===== src/rtl/sys_defs.sv =====
// sys_defs: shared bus types, memory sizes and the scheduler's owner/grant types.
package sys_defs;
  localparam int XLEN = 32;
  typedef enum logic [1:0] {BUS_NONE, BUS_LOAD, BUS_STORE} BUS_COMMAND;
  typedef enum logic [1:0] {BYTE, HALF, WORD, DOUBLE} MEM_SIZE;
  typedef enum logic {OWNER_DCACHE, OWNER_ICACHE} OWNER_T;
  typedef struct packed {
    logic   valid;
    OWNER_T owner;
  } owner_entry_t;
  typedef enum logic [1:0] {GRANT_NONE, GRANT_D, GRANT_I} grant_t;
endpackage


===== src/rtl/mem_scheduler_if.sv =====
// mem_scheduler_if: cache/memory bus bundle seen by the scheduler.
interface mem_scheduler_if;
  import sys_defs::*;
  BUS_COMMAND        Dcache2mem_command;
  MEM_SIZE           Dcache2mem_size;
  logic [XLEN-1:0]   Dcache2mem_addr;
  logic [XLEN-1:0]   Dcache2mem_data;
  BUS_COMMAND        Icache2mem_command;
  logic [XLEN-1:0]   Icache2mem_addr;
  logic [3:0]        mem2cache_response;
  logic [63:0]       mem2cache_data;
  logic [3:0]        mem2cache_tag;
  BUS_COMMAND        cache2mem_command;
  MEM_SIZE           cache2mem_size;
  logic [XLEN-1:0]   cache2mem_addr;
  logic [XLEN-1:0]   cache2mem_data;
  logic [3:0]        mem2Dcache_response;
  logic [3:0]        mem2Icache_response;
  logic [63:0]       mem2Dcache_data;
  logic [63:0]       mem2Icache_data;
  logic [3:0]        mem2Dcache_tag;
  logic [3:0]        mem2Icache_tag;
  logic [4:0]        outstanding_count;
  logic              orphan_error;
  modport master (
    output Dcache2mem_command, Dcache2mem_size, Dcache2mem_addr, Dcache2mem_data,
    output Icache2mem_command, Icache2mem_addr, mem2cache_response, mem2cache_data, mem2cache_tag,
    input  cache2mem_command, cache2mem_size, cache2mem_addr, cache2mem_data,
    input  mem2Dcache_response, mem2Icache_response, mem2Dcache_data, mem2Icache_data,
    input  mem2Dcache_tag, mem2Icache_tag, outstanding_count, orphan_error
  );
  modport slave (
    input  Dcache2mem_command, Dcache2mem_size, Dcache2mem_addr, Dcache2mem_data,
    input  Icache2mem_command, Icache2mem_addr, mem2cache_response, mem2cache_data, mem2cache_tag,
    output cache2mem_command, cache2mem_size, cache2mem_addr, cache2mem_data,
    output mem2Dcache_response, mem2Icache_response, mem2Dcache_data, mem2Icache_data,
    output mem2Dcache_tag, mem2Icache_tag, outstanding_count, orphan_error
  );
endinterface


===== src/rtl/mem_scheduler_tag_table.sv =====
// mem_tag_table: per-tag owner table with allocate/free/lookup and a running valid count.
module mem_tag_table
  import sys_defs::*;
#(
  parameter int NUM_TAGS = 16
) (
  input  logic                        clock,
  input  logic                        reset,
  input  logic                        alloc_en_i,
  input  logic [$clog2(NUM_TAGS)-1:0] alloc_tag_i,
  input  OWNER_T                      alloc_owner_i,
  input  logic                        free_en_i,
  input  logic [$clog2(NUM_TAGS)-1:0] free_tag_i,
  input  logic [$clog2(NUM_TAGS)-1:0] lookup_tag_i,
  output logic                        lookup_valid_o,
  output OWNER_T                      lookup_owner_o,
  output logic [4:0]                  count_o
);
  owner_entry_t table_q [NUM_TAGS];
  owner_entry_t table_d [NUM_TAGS];
  logic [4:0] count_q, count_d;
  logic inc, dec;
  assign lookup_valid_o = lookup_tag_i != '0 && table_q[lookup_tag_i].valid;
  assign lookup_owner_o = table_q[lookup_tag_i].owner;
  assign count_o = count_q;
  // allocate overrides a same-tag free, so that case leaves the count unchanged
  assign inc = alloc_en_i && !table_q[alloc_tag_i].valid;
  assign dec = free_en_i && table_q[free_tag_i].valid && !(alloc_en_i && alloc_tag_i == free_tag_i);
  always_comb begin
    table_d = table_q;
    if (free_en_i) table_d[free_tag_i].valid = 1'b0;
    if (alloc_en_i) table_d[alloc_tag_i] = '{valid: 1'b1, owner: alloc_owner_i};
    count_d = count_q + 5'(inc) - 5'(dec);
  end
  always_ff @(posedge clock) begin
    if (reset) begin
      table_q <= '{default: '0};
      count_q <= '0;
    end else begin
      table_q <= table_d;
      count_q <= count_d;
    end
  end
endmodule


===== src/rtl/mem_scheduler.sv =====
// mem_scheduler: Dcache-priority memory port arbiter with bounded Icache starvation
// and per-tag routing of returned load data.
module mem_scheduler
  import sys_defs::*;
#(
  parameter int STARVE_LIMIT = 4,
  parameter int NUM_TAGS     = 16
) (
  input logic           clock,
  input logic           reset,
  mem_scheduler_if.slave bus
);
  localparam int SW = $clog2(STARVE_LIMIT + 1);
  logic [SW-1:0] starve_q, starve_d;
  logic orphan_q, orphan_d;
  logic d_req, i_req, accepted, alloc_en, hit;
  grant_t grant;
  BUS_COMMAND cmd;
  OWNER_T owner;
  assign d_req = bus.Dcache2mem_command != BUS_NONE;
  assign i_req = bus.Icache2mem_command != BUS_NONE;
  assign accepted = bus.mem2cache_response != 4'd0;
  always_comb begin
    grant = (i_req && starve_q == SW'(STARVE_LIMIT)) ? GRANT_I : d_req ? GRANT_D : i_req ? GRANT_I : GRANT_NONE;
    cmd = grant == GRANT_D ? bus.Dcache2mem_command : grant == GRANT_I ? bus.Icache2mem_command : BUS_NONE;
    starve_d = (!i_req || (grant == GRANT_I && accepted)) ? '0 :
               starve_q == SW'(STARVE_LIMIT) ? starve_q : starve_q + SW'(1);
    orphan_d = orphan_q | (bus.mem2cache_tag != 4'd0 && !hit);
  end
  assign bus.cache2mem_command   = cmd;
  assign bus.cache2mem_size      = grant == GRANT_D ? bus.Dcache2mem_size : DOUBLE;
  assign bus.cache2mem_addr      = grant == GRANT_D ? bus.Dcache2mem_addr : grant == GRANT_I ? bus.Icache2mem_addr : '0;
  assign bus.cache2mem_data      = grant == GRANT_D ? bus.Dcache2mem_data : '0;
  assign bus.mem2Dcache_response = grant == GRANT_D ? bus.mem2cache_response : 4'd0;
  assign bus.mem2Icache_response = grant == GRANT_I ? bus.mem2cache_response : 4'd0;
  assign bus.mem2Dcache_data     = bus.mem2cache_data;
  assign bus.mem2Icache_data     = bus.mem2cache_data;
  assign bus.mem2Dcache_tag      = (hit && owner == OWNER_DCACHE) ? bus.mem2cache_tag : 4'd0;
  assign bus.mem2Icache_tag      = (hit && owner == OWNER_ICACHE) ? bus.mem2cache_tag : 4'd0;
  assign bus.orphan_error        = orphan_q;
  assign alloc_en = cmd == BUS_LOAD && accepted;
  mem_tag_table #(.NUM_TAGS(NUM_TAGS)) u_table (
    .clock         (clock),
    .reset         (reset),
    .alloc_en_i    (alloc_en),
    .alloc_tag_i   (bus.mem2cache_response),
    .alloc_owner_i (grant == GRANT_I ? OWNER_ICACHE : OWNER_DCACHE),
    .free_en_i     (hit),
    .free_tag_i    (bus.mem2cache_tag),
    .lookup_tag_i  (bus.mem2cache_tag),
    .lookup_valid_o(hit),
    .lookup_owner_o(owner),
    .count_o       (bus.outstanding_count)
  );
  always_ff @(posedge clock) begin
    if (reset) begin
      starve_q <= '0;
      orphan_q <= 1'b0;
    end else begin
      starve_q <= starve_d;
      orphan_q <= orphan_d;
    end
  end
endmodule


===== src/flat_wrapper.sv =====
// flat-port wrapper written by rule: the top's interface ports become plain ports
module mem_scheduler_flat import sys_defs::*;
#(
  parameter int STARVE_LIMIT = 4,
  parameter int NUM_TAGS     = 16
)
  (clock, reset, bus_Dcache2mem_command, bus_Dcache2mem_size, bus_Dcache2mem_addr, bus_Dcache2mem_data, bus_Icache2mem_command, bus_Icache2mem_addr, bus_mem2cache_response, bus_mem2cache_data, bus_mem2cache_tag, bus_cache2mem_command, bus_cache2mem_size, bus_cache2mem_addr, bus_cache2mem_data, bus_mem2Dcache_response, bus_mem2Icache_response, bus_mem2Dcache_data, bus_mem2Icache_data, bus_mem2Dcache_tag, bus_mem2Icache_tag, bus_outstanding_count, bus_orphan_error);
  mem_scheduler_if bus_i ();
  input logic clock;
  input logic reset;
  input wire logic [$bits(bus_i.Dcache2mem_command)-1:0] bus_Dcache2mem_command;
  input wire logic [$bits(bus_i.Dcache2mem_size)-1:0] bus_Dcache2mem_size;
  input wire logic [$bits(bus_i.Dcache2mem_addr)-1:0] bus_Dcache2mem_addr;
  input wire logic [$bits(bus_i.Dcache2mem_data)-1:0] bus_Dcache2mem_data;
  input wire logic [$bits(bus_i.Icache2mem_command)-1:0] bus_Icache2mem_command;
  input wire logic [$bits(bus_i.Icache2mem_addr)-1:0] bus_Icache2mem_addr;
  input wire logic [$bits(bus_i.mem2cache_response)-1:0] bus_mem2cache_response;
  input wire logic [$bits(bus_i.mem2cache_data)-1:0] bus_mem2cache_data;
  input wire logic [$bits(bus_i.mem2cache_tag)-1:0] bus_mem2cache_tag;
  output wire logic [$bits(bus_i.cache2mem_command)-1:0] bus_cache2mem_command;
  output wire logic [$bits(bus_i.cache2mem_size)-1:0] bus_cache2mem_size;
  output wire logic [$bits(bus_i.cache2mem_addr)-1:0] bus_cache2mem_addr;
  output wire logic [$bits(bus_i.cache2mem_data)-1:0] bus_cache2mem_data;
  output wire logic [$bits(bus_i.mem2Dcache_response)-1:0] bus_mem2Dcache_response;
  output wire logic [$bits(bus_i.mem2Icache_response)-1:0] bus_mem2Icache_response;
  output wire logic [$bits(bus_i.mem2Dcache_data)-1:0] bus_mem2Dcache_data;
  output wire logic [$bits(bus_i.mem2Icache_data)-1:0] bus_mem2Icache_data;
  output wire logic [$bits(bus_i.mem2Dcache_tag)-1:0] bus_mem2Dcache_tag;
  output wire logic [$bits(bus_i.mem2Icache_tag)-1:0] bus_mem2Icache_tag;
  output wire logic [$bits(bus_i.outstanding_count)-1:0] bus_outstanding_count;
  output wire logic [$bits(bus_i.orphan_error)-1:0] bus_orphan_error;
  assign bus_i.Dcache2mem_command = bus_Dcache2mem_command;
  assign bus_i.Dcache2mem_size = bus_Dcache2mem_size;
  assign bus_i.Dcache2mem_addr = bus_Dcache2mem_addr;
  assign bus_i.Dcache2mem_data = bus_Dcache2mem_data;
  assign bus_i.Icache2mem_command = bus_Icache2mem_command;
  assign bus_i.Icache2mem_addr = bus_Icache2mem_addr;
  assign bus_i.mem2cache_response = bus_mem2cache_response;
  assign bus_i.mem2cache_data = bus_mem2cache_data;
  assign bus_i.mem2cache_tag = bus_mem2cache_tag;
  assign bus_cache2mem_command = bus_i.cache2mem_command;
  assign bus_cache2mem_size = bus_i.cache2mem_size;
  assign bus_cache2mem_addr = bus_i.cache2mem_addr;
  assign bus_cache2mem_data = bus_i.cache2mem_data;
  assign bus_mem2Dcache_response = bus_i.mem2Dcache_response;
  assign bus_mem2Icache_response = bus_i.mem2Icache_response;
  assign bus_mem2Dcache_data = bus_i.mem2Dcache_data;
  assign bus_mem2Icache_data = bus_i.mem2Icache_data;
  assign bus_mem2Dcache_tag = bus_i.mem2Dcache_tag;
  assign bus_mem2Icache_tag = bus_i.mem2Icache_tag;
  assign bus_outstanding_count = bus_i.outstanding_count;
  assign bus_orphan_error = bus_i.orphan_error;
  mem_scheduler #(.STARVE_LIMIT(STARVE_LIMIT), .NUM_TAGS(NUM_TAGS)) u_core (.clock(clock), .reset(reset), .bus(bus_i));
endmodule

===== config.mk =====
export PLATFORM = sky130hd
export DESIGN_NAME = mem_scheduler_flat
export DESIGN_NICKNAME = d
export VERILOG_FILES = /design/src/rtl/sys_defs.sv /design/src/rtl/mem_scheduler_if.sv /design/src/rtl/mem_scheduler_tag_table.sv /design/src/rtl/mem_scheduler.sv /design/src/flat_wrapper.sv
export SDC_FILE = /design/constraint.sdc
export NUM_CORES = 1
export LEC_CHECK = 0
export CORE_AREA = 2 2 153 155
export DETAILED_ROUTE_END_ITERATION = 10
export DIE_AREA = 0 0 155 157
export PLACE_DENSITY = 0.49
export SLEW_MARGIN = 20
export SYNTH_ARGS = -nofsm -noshare
export SYNTH_HDL_FRONTEND = slang
export SYNTH_SLANG_ARGS = --single-unit

===== constraint.sdc =====
create_clock -name clock -period 4.5 [get_ports clock]
set_clock_uncertainty 0.1 [all_clocks]
set_input_delay 1.35 -clock clock [delete_from_list [all_inputs] [get_ports clock]]
set_output_delay 1.35 -clock clock [all_outputs]
set_load 0.05 [all_outputs]

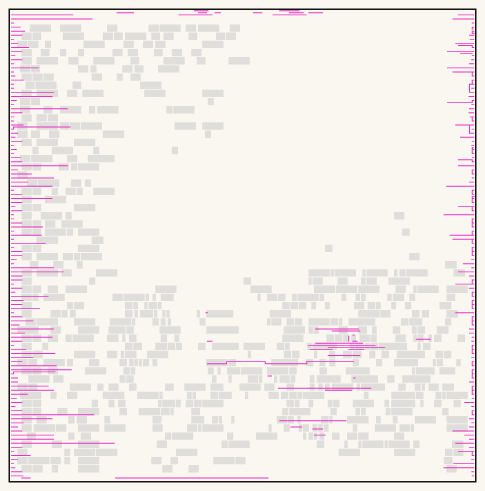
Fig. 1. Signal wires on met3 (run 1).
Drawn at 3 px/um.
wire length on this layer = 1,340 um
share of all routed wire = 8.5%
main direction = horizontal
nets with wire on the layer = 192
longest straight run = 50.8 um

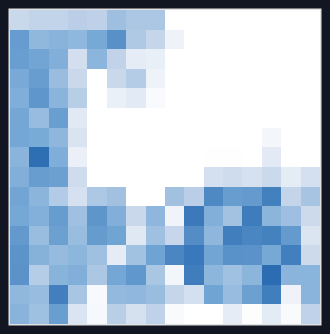
Fig. 2. Cell density map (run 1).
Drawn at 2 px/um. The die is cut into 16 by 16 equal tiles; white is low, dark blue is high, 0 to 100% covered.
emptiest ninth of the die = upper right
fullest tile = 76%
tiles over 75% full = 0.40%
nearly empty tiles = 34%

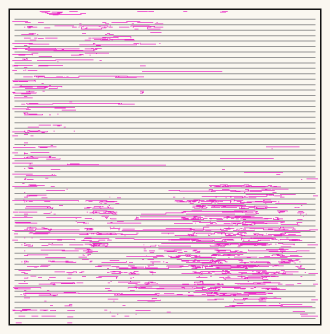
Fig. 3. Met1 routing (run 1).
Drawn at 2 px/um. Supply wires on this layer in gray.
nets with wire on the layer = 588
longest straight run = 68.5 um

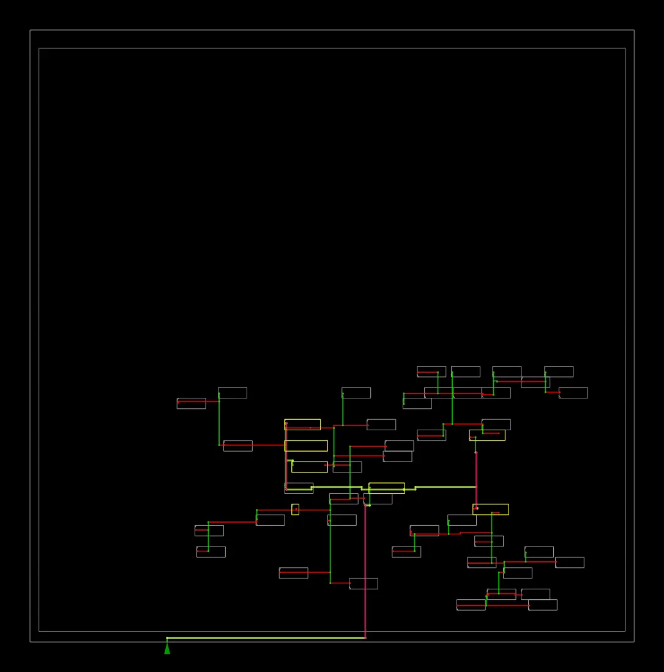
Fig. 4. Clock routing (run 1).
seq_cells: 41
Clk power: 401 uW
cts bufs inserted: 5

==> results.sh, run 1 <==
# physical design summary
export IMPL_status="completed"
export IMPL_holdBufCountCts=0
export IMPL_synth_top_flop_cell="dfxtp_1"
export IMPL_core_area_mm2=0.0225
export IMPL_grt_max_degree=51
export IMPL_slew_violations=0
export IMPL_ir_drop_mv=0.125
export IMPL_antenna_found_initial=0
export IMPL_lay_top_count="clkdlybuf4s50_1"
export IMPL_grt_pass1_wl_um=22400
export IMPL_place_congestion=0.818
export IMPL_syn_nets=670
export IMPL_fin_nets=767
export IMPL_setup_viol=0
export IMPL_avgSynthCellArea_um2=8.13
export IMPL_finish_utilization_pct=29.4
export IMPL_critPathCaptureType="output port"
export IMPL_critPathTopFamily="buffers and inverters"
export IMPL_gr_max_usage_layer="met2"
export IMPL_die_h_um=157
export IMPL_pre_cts_ws_ps=-448
export IMPL_io_buffer_count=201
export IMPL_edf_count=0
export IMPL_clock_root_buffer="clkbuf_16"
export IMPL_cts_sinks=41
export IMPL_grt_usage_pct=12.3
export IMPL_synthCells=486
export IMPL_p_int_mw=1.08
export IMPL_cp_required_ps=3050
export IMPL_path_max_fanout=19
export IMPL_power_density_mw_per_mm2=259
export IMPL_path_clk_slew_ps=60
export IMPL_ys_ff=41
export IMPL_max_stage_delay_ps=530
export IMPL_p_comb_share_pct=53.2
export IMPL_die_w_um=155
export IMPL_rows=55
export IMPL_layout_cells_non_filler=868
export IMPL_drc_errors=0
export IMPL_grt_ovfl_total=0
export IMPL_min_period_over_period_pct=98.4
export IMPL_wirelength_um=15800
export IMPL_drt_iter0_markers=190
export IMPL_use_met2_pct=23.0
export IMPL_p_sw_uw=632
export IMPL_rsz0062_at_grt="true"
export IMPL_worst_pin_slew_ps=588
export IMPL_antenna_cells=0
export IMPL_tns_ps=0
export IMPL_first_global_vias=3689
export IMPL_grtUsageMet1_pct=13.1
export IMPL_final_min_clock_period_ps=4430
export IMPL_drive_above_1_share_pct=27.8
export IMPL_cts_tree="built"
export IMPL_worst_hold_slack_ps=372
export IMPL_met3_usage_pct=3.44
export IMPL_placed_cell_area_mm2=0.00634
export IMPL_ys_seq_share_pct=20.8
export IMPL_vias_per_cell=4.22
export IMPL_syn_area_mm2=0.00395
export IMPL_pin_count=394
export IMPL_fp_util_pct=17.5
export IMPL_wire_per_inst_um=18.2
export IMPL_h_tree_depth=2
export IMPL_dr_pass1_iters=4
export IMPL_cap_violations=0
export IMPL_warnings=28
export IMPL_cp_common_cell="nor2_4"
export IMPL_crit_type="input port to output port"
export IMPL_power_switching_share_pct=36.9
export IMPL_ys_types=40
export IMPL_power_mw=1.71
export IMPL_clock_latency_ps=280
export IMPL_dpl_cell_count=857
export IMPL_yosys_stat_area_mm2=0.00395
export IMPL_hpwlAfterDp_um=12800
export IMPL_hold_path_class="register to register"
export IMPL_fillers=2391
export IMPL_seqPwrFrac_pct=23.4
export IMPL_drtAntennaViolNets=0
export IMPL_crit_chain="clkdlybuf4s50_1 -> nor2_4 -> buf_4 -> nor2_4 -> a22o_1 -> buf_12"
export IMPL_dieArea_mm2=0.0243
export IMPL_vias=3667
export IMPL_leakage_nw=2.77
export IMPL_pwr_share_clk_pct=23.4
export IMPL_crit_arrival_ps=2980
export IMPL_ys_cells=486
export IMPL_area_growth_pct=67.6
export IMPL_slowest_stage="clkdlybuf4s50_1"
export IMPL_fmax_mhz=226
==> run 1: cells by family after synthesis <==
group | count (synthesis) | synth area share [%]
buf+inv | 168 | 28.7
simple gates | 128 | 17.3
compound gates | 103 | 18.1
flops | 41 | 20.8
mux | 29 | 10.4
xor+xnor | 9 | 2.00
fa+ha+maj | 8 | 2.72
==> run 1: synthesized netlist by cell type, drive strengths merged, types with 11 or more instances <==
| cell type | instances | area share [%] |
|---|---|---|
| a21oi | 25 | 3.2 |
| a22o | 33 | 7.3 |
| and2 | 41 | 6.5 |
| buf | 137 | 26 |
| clkbuf | 20 | 1.9 |
| dfxtp | 41 | 21 |
| inv | 11 | 1.0 |
| mux2i | 19 | 4.8 |
| nand2 | 13 | 1.2 |
| nor2 | 35 | 3.3 |
| nor2b | 12 | 1.9 |
| o211ai | 11 | 2.1 |
| o21ai | 22 | 2.8 |
==> run 1: power groups by stage <==
stage               registers [mW]  clock network, mW  logic [mW]
global route                 0.405              0.432       0.962
floorplan                    0.460                  0       0.705
global placement             0.411                  0       0.908
CTS                          0.402              0.414       0.918
detailed placement           0.410                  0       0.911
finish                       0.401              0.401       0.911
==> run 1: registers in the layout, indices dropped and copies added, names as in the netlist <==
register / flops
u_core.bus.orphan_error: 1
u_core.u_table.count_o: 5
u_core.u_table.table_q: 32
u_core.starve_q: 3
==> run 1: worst register-to-register path, delay by kind of cell (launching register included) <==
kind,cells,cell delay [ps]
flip-flops,1,330
AND-OR/OR-AND,4,920
buffers and inverters,2,110
adder cells (fa/ha/maj),4,1080
XOR/XNOR,1,130
AND/OR/NAND/NOR,3,400
==> run 1: routing by layer <==
| metal | vias up | routed length (um) |
|---|---|---|
| met2 | 211 | 8200 |
| met1 | 1674 | 5710 |
| li1 | 1725 | - |
| met5 | - | 0 |
| met3 | 57 | 1340 |
| met4 | 0 | 585 |
==> run 1: final timing paths <==
check / cells past startpoint / from / endpoint / slack, ps
worst max register to register: 14 / u_core.starve_q[0] / u_core.u_table.count_o[4] / 1310
worst min register to register: 1 / u_core.u_table.table_q[31] / u_core.u_table.table_q[31] / 370
worst max-delay path: 6 / bus_Icache2mem_command[0] / bus_cache2mem_addr[25] / 70
worst min-delay path: 1 / u_core.u_table.table_q[31] / u_core.u_table.table_q[31] / 370
==> run 1: cell type report <==
type | count | area [um2] | share of cell area [%]
multi-input combinational | 278 | 2080 | 31.4
tap | 285 | 357 | 5.39
sequential | 41 | 821 | 12.4
timing repair buffer | 246 | 3160 | 47.7
inverter | 11 | 41.3 | 0.624
clock buffer | 5 | 125 | 1.89
clock inverter | 2 | 35.0 | 0.530
==> run 1: repair_timing <==
item,CTS,global route
pin swaps,2,1
setup buffers,0,2
gates cloned,1,1
gates resized,18,10
hold endpoints to repair,0,0
endpoints found under the setup margin,45,10
## Run 2: what changed since run 1
--- a/config.mk
+++ b/config.mk
@@ -8,7 +8,9 @@
 export CORE_AREA = 2 2 153 155
 export DETAILED_ROUTE_END_ITERATION = 10
 export DIE_AREA = 0 0 155 157
+export HOLD_SLACK_MARGIN = 0.08
 export PLACE_DENSITY = 0.49
+export RECOVER_POWER = 50
 export SLEW_MARGIN = 20
 export SYNTH_ARGS = -nofsm -noshare
 export SYNTH_HDL_FRONTEND = slang
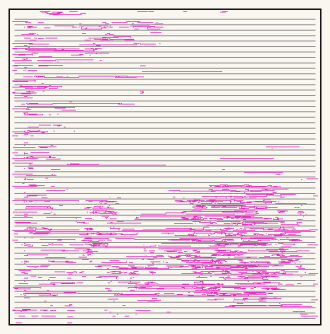
Fig. 5. Met1 routing (run 2).
Drawn at 2 px/um. Supply wires on this layer in gray.
nets with wire on the layer = 588
longest straight run = 68.5 um
wire length on this layer = 5,710 um
main direction = horizontal

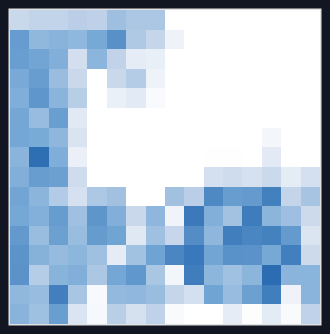
Fig. 6. Cell density map (run 2).
Drawn at 2 px/um. The die is cut into 16 by 16 equal tiles; white is low, dark blue is high, 0 to 100% covered.
fullest tile = 76%
tiles over 75% full = 0.40%
emptiest ninth of the die = upper right
Starting Density: 17.5%
utilization after layout: 29.4%
Placeable Area: 0.0225 mm2

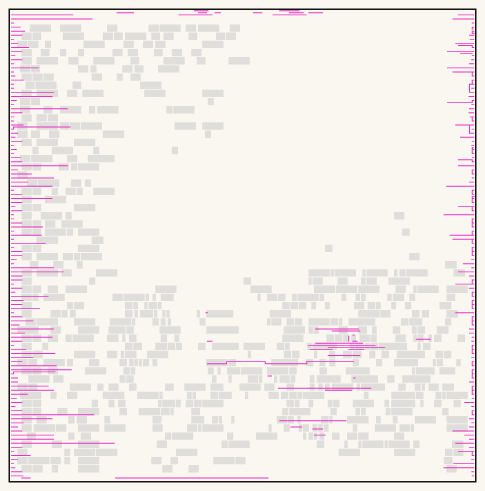
Fig. 7. Signal wires on met3 (run 2).
Drawn at 3 px/um.
wire length on this layer = 1,340 um
longest straight run = 50.8 um
main direction = horizontal
share of all routed wire = 8.5%
nets with wire on the layer = 192

==> run 2 against run 1 <==
First-iteration DRC count unchanged; utilization unchanged; sequential power about the same; cell count did not move; hold slack unchanged; synthesized cell count did not move; highest routed layer unchanged.
==> results.sh, run 2 <==
# physical design summary
export IMPL_status="completed"
export IMPL_pre_cts_ws_ps=-448
export IMPL_slew_violations=0
export IMPL_path_clk_slew_ps=60
export IMPL_placed_cell_area_mm2=0.00634
export IMPL_drc_errors=0
export IMPL_syn_area_mm2=0.00395
export IMPL_vias=3667
export IMPL_synthMuxAreaShare_pct=10.4
export IMPL_hold_viol=0
export IMPL_vias_per_cell=4.22
export IMPL_path_max_fanout=19
export IMPL_async_reset_ff_share_pct=0
export IMPL_hold_end="u_core.u_table.table_q[31]"
export IMPL_whs_path_depth=1
export IMPL_warnings=28
export IMPL_io_buffer_count=201
export IMPL_min_period_over_period_pct=98.4
export IMPL_final_min_clock_period_ps=4430
export IMPL_setup_viol=0
export IMPL_yosys_warnings=0
export IMPL_synthCells=486
export IMPL_grt_pass1_wl_um=22400
export IMPL_synth_top_area_share_pct=24.3
export IMPL_drt_iter0_markers=190
export IMPL_pin_count=394
export IMPL_numCtsBuffers=5
export IMPL_cp_required_ps=3050
export IMPL_area_growth_pct=67.6
export IMPL_hp_start="u_core.u_table.table_q[31]"
export IMPL_top_area_cell="buf_4"
export IMPL_ys_types=40
export IMPL_fmax_mhz=226
export IMPL_dr_pass1_iters=4
export IMPL_worst_setup_path_start_kind="input port"
export IMPL_grt_max_degree=51
export IMPL_ys_ff=41
export IMPL_ys_seq_share_pct=20.8
export IMPL_yosys_stat_area_mm2=0.00395
export IMPL_critPathCaptureType="output port"
export IMPL_adder_share_pct=2.72
export IMPL_holdBufCountCts=0
export IMPL_drtAntennaViolNets=0
export IMPL_avgSynthCellArea_um2=8.13
export IMPL_lay_top_count="clkdlybuf4s50_1"
export IMPL_die_w_um=155
export IMPL_yosys_top_cells_area="buf_4 24%, dfxtp_1 21%, a22o_1 7.3%"
export IMPL_wire_per_inst_um=18.2
export IMPL_logic_family="buffers and inverters"
export IMPL_ff2ff_setup_slack_ps=1310
export IMPL_drive_above_1_share_pct=27.8
export IMPL_clock_latency_ps=280
export IMPL_leakage_nw=2.77
export IMPL_grt_ovfl_total=0
export IMPL_aoi_share_pct=18.1
export IMPL_power_density_mw_per_mm2=259
export IMPL_timing_rr_start="u_core.starve_q[0]"
export IMPL_ys_sh_xor_pct=2.00
export IMPL_worst_pin_slew_ps=588
export IMPL_cap_violations=0
export IMPL_r2r_end="u_core.u_table.count_o[4]"
export IMPL_hpwlAfterDp_um=12800
export IMPL_tns_ps=0
export IMPL_place_congestion=0.818
export IMPL_hold_path_class="register to register"
export IMPL_final_area_mm2=0.00662
export IMPL_syn_nets=670
export IMPL_fillers=2391
export IMPL_top_register="u_core.u_table.table_q"
export IMPL_h_tree_depth=2
export IMPL_dieArea_mm2=0.0243
export IMPL_crit_arrival_ps=2980
export IMPL_slew_headroom_pct=60.7
export IMPL_die_h_um=157
export IMPL_edf_count=0
export IMPL_cts_sinks=41
export IMPL_rows=55
export IMPL_yosysMostFrequentCell="buf_4"
export IMPL_rr_worst_depth=14
export IMPL_ir_drop_mv=0.125
export IMPL_rsz0062_at_grt="true"
export IMPL_wirelength_um=15800
export IMPL_fin_nets=767
export IMPL_top_cells_by_count="128 x buf_4, 41 x and2_1, 41 x dfxtp_1, 35 x nor2_1, 33 x a22o_1"
export IMPL_antenna_found_initial=0
export IMPL_layout_setup_ws_ps=71.5
export IMPL_cts_tree="built"
export IMPL_clock_root_buffer="clkbuf_16"
export IMPL_grt_usage_pct=12.3
export IMPL_antenna_cells=0
export IMPL_ys_sh_simple_pct=17.3
export IMPL_largest_reg_flops=32
export IMPL_first_global_vias=3689
export IMPL_most_common_layout_cells="112 x clkdlybuf4s50_1, 79 x buf_12, 44 x buf_4, 41 x and2_1, 41 x dfxtp_1"
export IMPL_ys_cells=486
export IMPL_crit_type="input port to output port"
export IMPL_cts_max_path_buffers=2
export IMPL_synth_top_flop_cell="dfxtp_1"
[run 2: cell counts after synthesis]
Identical to the previous run, type by type.
[run 2: what timing repair did]
action,in CTS,in global routing
buffers inserted,0,2
resized,18,10
endpoints found under the setup margin,45,10
cloned,1,1
pin swaps,2,1
[run 2: kinds of logic (layout without fill, tap and decap cells)]
kind of cell	count (synthesis)	in the layout
and+or+nand+nor	128	129
DFF	41	41
buffers and inverters	168	264
muxes	29	29
AOI/OAI and AO/OA	103	103
xor gates and xnor gates	9	9
adders and majority gates	8	8
[run 2: metal layers]
metal  up-vias  global-route usage [%]  wire [um]
met3        57                    3.44       1340
met5         -                       0          0
met4         0                    5.07        585
met1      1674                    13.1       5710
li1       1725                       -          -
met2       211                    23.0       8200
[run 2: worst max path at each step]
stage	slack (ps)	start	end
5_1_grt	-10	bus_Icache2mem_command[0]	bus_cache2mem_addr[25]
3_5_place_dp	-450	bus_mem2cache_tag[1]	bus_mem2Dcache_tag[1]
3_3_place_gp	-440	bus_mem2cache_tag[1]	bus_mem2Dcache_tag[1]
6_report	70	bus_Icache2mem_command[0]	bus_cache2mem_addr[25]
2_1_floorplan	130	bus_mem2cache_tag[1]	bus_mem2Dcache_tag[3]
4_1_cts	1	bus_mem2cache_tag[0]	bus_mem2Icache_tag[1]
[run 2: area by class of cell]
class / count / area (um2) / area share, %
inverters: 11 / 41.3 / 0.624
multi-input cells: 278 / 2080 / 31.4
well taps: 285 / 357 / 5.39
clock buffers: 5 / 125 / 1.89
repair buffers: 246 / 3160 / 47.7
flip-flops and latches: 41 / 821 / 12.4
clock inverters: 2 / 35.0 / 0.530
[run 2: stage by stage]
stage               hold WS (ps)  power, mW  std cells
global route                 394       1.80        868
finish                       372       1.71        868
detailed placement           365       1.32        857
global placement             365       1.32        857
CTS                          373       1.73        865
floorplan                    333       1.17        486
[run 2: critical path, cell delays in order]
cell and delay (ps):
clkdlybuf4s50_1 530, nor2_4 60, buf_4 140, nor2_4 410, a22o_1 320, buf_12 160
[run 2: report_power, final]
group	switching [mW]	internal, mW
combinational	0.472	0.439
sequential	0.0166	0.385
clock	0.144	0.258
total	0.632	1.08
Fig. 8: run 2, clock routing
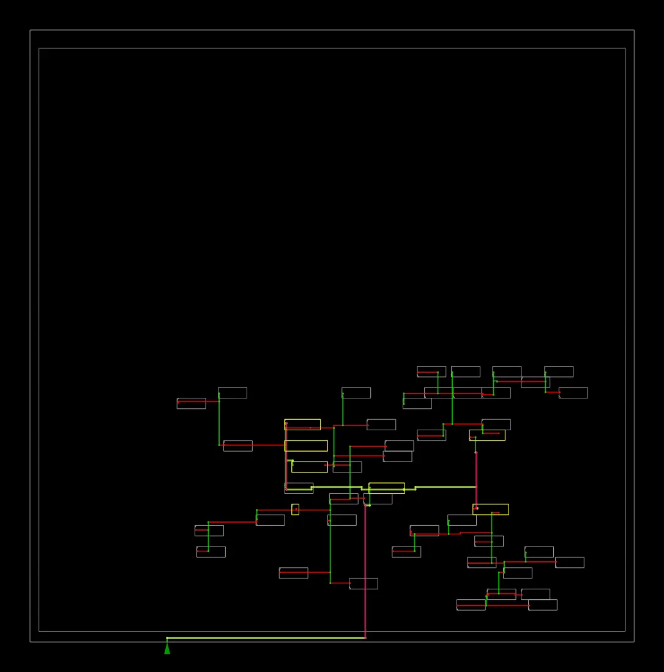

## Run 3: what changed since run 2
==> constraint.sdc (replaced) <==
create_clock -name clock -period 4.65 [get_ports clock]
set_clock_uncertainty 0.1 [all_clocks]
set_input_delay 1.395 -clock clock [delete_from_list [all_inputs] [get_ports clock]]
set_output_delay 1.395 -clock clock [all_outputs]
set_load 0.05 [all_outputs]
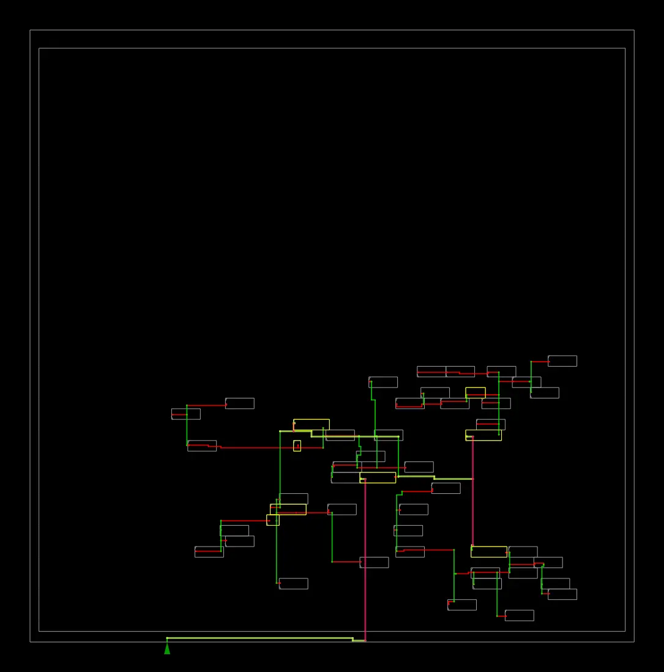
Fig. 9. Clock routing (run 3).
clk_buf instances: 6
Clk power: 358 uW

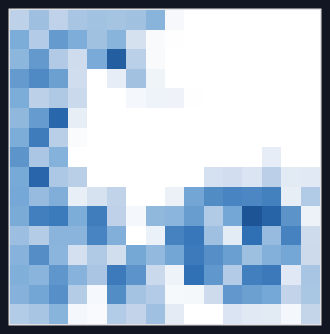
Fig. 10. Cell density map (run 3).
Drawn at 2 px/um. The die is cut into 16 by 16 equal tiles; white is low, dark blue is high, 0 to 100% covered.
tiles over 75% full = 2.0%
fullest tile = 86%
mean over tiles = 25%
emptiest ninth of the die = upper right

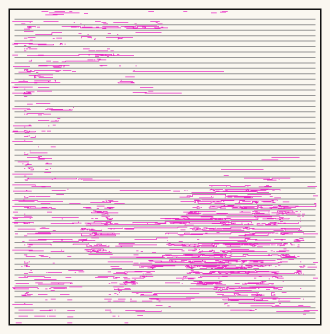
Fig. 11. Met1 routing (run 3).
Drawn at 2 px/um. Supply wires on this layer in gray.
final wirelength: 15,400 um
met1 Use GR: 12.8%

==> run 3 against run 2 <==
Global-route usage shrank 0.11 points; sequential cell count is the same; critical path type unchanged; first-iteration DRC count shrank 18%; cell count shrank 0.46%; largest power group unchanged.
==> results.sh, run 3 <==
# physical design summary
export IMPL_path_max_fanout=6
export IMPL_drtAntennaViolNets=0
export IMPL_cp_required_ps=3150
export IMPL_whs_path_depth=1
export IMPL_edf_count=0
export IMPL_hold_end="u_core.u_table.table_q[31]"
export IMPL_rows=55
export IMPL_core_area_mm2=0.0225
export IMPL_lay_top_count="clkdlybuf4s50_1"
export IMPL_async_reset_ff_share_pct=0
export IMPL_ys_sh_simple_pct=17.3
export IMPL_slew_headroom_pct=61.2
export IMPL_cts_tree="built"
export IMPL_timing_rr_start="u_core.starve_q[0]"
export IMPL_synth_top_flop_cell="dfxtp_1"
export IMPL_ys_seq_share_pct=20.8
export IMPL_adder_share_pct=2.72
export IMPL_leakage_nw=2.73
export IMPL_warnings=27
export IMPL_yosysMostFrequentCell="buf_4"
export IMPL_drt_iter0_markers=156
export IMPL_cap_violations=0
export IMPL_yosys_top_cells_area="buf_4 24%, dfxtp_1 21%, a22o_1 7.3%"
export IMPL_hold_viol=0
export IMPL_layout_setup_ws_ps=125
export IMPL_top_layer="met4"
export IMPL_grt_ovfl_total=0
export IMPL_top_area_cell="buf_4"
export IMPL_grt_max_degree=51
export IMPL_logic_family="buffers and inverters"
export IMPL_ys_types=40
export IMPL_worst_setup_path_start_kind="input port"
export IMPL_layout_cells_non_filler=864
export IMPL_met3_length_um=1410
export IMPL_max_stage_delay_ps=510
export IMPL_ir_drop_mv=0.113
export IMPL_vias_per_cell=4.14
export IMPL_hpwlAfterDp_um=12800
export IMPL_crit_type="input port to output port"
export IMPL_wl_met2_um=8030
export IMPL_wirelength_met1_um=5360
export IMPL_top_register="u_core.u_table.table_q"
export IMPL_worst_pin_slew_ps=580
export IMPL_h_tree_depth=2
export IMPL_power_density_mw_per_mm2=249
export IMPL_place_congestion=0.821
export IMPL_fmax_mhz=221
export IMPL_path_clk_slew_ps=60
export IMPL_hp_start="u_core.u_table.table_q[31]"
export IMPL_yosys_stat_area_mm2=0.00395
export IMPL_pre_cts_ws_ps=-368
export IMPL_avgSynthCellArea_um2=8.13
export IMPL_crit_arrival_ps=3030
export IMPL_synthMuxAreaShare_pct=10.4
export IMPL_fp_util_pct=17.5
export IMPL_hold_path_class="register to register"
export IMPL_r2r_end="u_core.u_table.count_o[4]"
export IMPL_rsz0062_at_grt="false"
export IMPL_yosys_warnings=0
export IMPL_dieArea_mm2=0.0243
export IMPL_die_h_um=157
export IMPL_synthCells=486
export IMPL_area_growth_pct=64.5
export IMPL_grt_pass1_wl_um=22300
export IMPL_dpl_cell_count=852
export IMPL_antenna_cells=0
export IMPL_status="completed"
[run 3: worst max-delay path by stage]
stage	end	from	slack, ps
after floorplan	bus_mem2Dcache_tag[3]	bus_mem2cache_tag[1]	190
after detailed placement	bus_mem2Icache_tag[0]	bus_mem2cache_tag[1]	-370
final	bus_mem2Icache_tag[0]	bus_mem2cache_tag[1]	120
after global placement	bus_mem2Dcache_tag[1]	bus_mem2cache_tag[1]	-360
after global routing	u_core.u_table.count_o[4]	bus_mem2cache_response[0]	5
after CTS	bus_mem2Icache_tag[0]	bus_mem2cache_tag[0]	20
[run 3: power breakdown]
part,internal [mW],switching [mW]
combinational,0.418,0.453
clock,0.213,0.144
sequential,0.372,0.0159
total,1.00,0.613
[run 3: area by class of cell]
| cell class | count | area (um2) |
|---|---|---|
| fill | 2392 | 16000 |
| timing repair buffer | 241 | 3080 |
| multi-input combinational | 278 | 2040 |
| sequential | 41 | 821 |
| tap | 285 | 357 |
| clock buffer | 6 | 139 |
| inverter | 11 | 41.3 |
| clock inverter | 2 | 13.8 |
[run 3: cell families after synthesis]
family	after synthesis
and+or+nand+nor	128
adders and majority gates	8
AOI/OAI and AO/OA	103
muxes	29
buffers and inverters	168
DFF	41
xor gates and xnor gates	9
[run 3: what timing repair did]
item / 4_1_cts / 5_1_grt
setup endpoints to repair: 45 / 61
pin swaps: 1 / 1
cloned: 1 / 0
resized: 10 / 6
setup buffers: 0 / 3
[run 3: layer usage]
layer / vias to the layer above / track usage [%]
met1: 1603 / 12.8
met3: 54 / 4.27
met2: 199 / 22.2
met5: - / 0
met4: 0 / 5.47
li1: 1721 / -
[run 3: critical path: cells and delay by family]
family / cells / cell delay, ps
buffers and inverters: 2 / 350
AND/OR/NAND/NOR: 1 / 200
AND-OR/OR-AND: 2 / 580
multiplexers: 1 / 510
[run 3: per-stage QoR]
step	util [%]	power, mW	hold WS (ps)	setup TNS (ps)	area (um2)
after floorplan	-	1.13	333	0	3950
after global placement	28.0	1.27	363	-5620	6300
after detailed placement	28.0	1.27	363	-6330	6300
after CTS	28.8	1.64	375	0	6470
after global routing	28.9	1.70	381	0	6500
final	28.9	1.62	377	0	6500
Power is estimated from default activity; no workload was simulated.
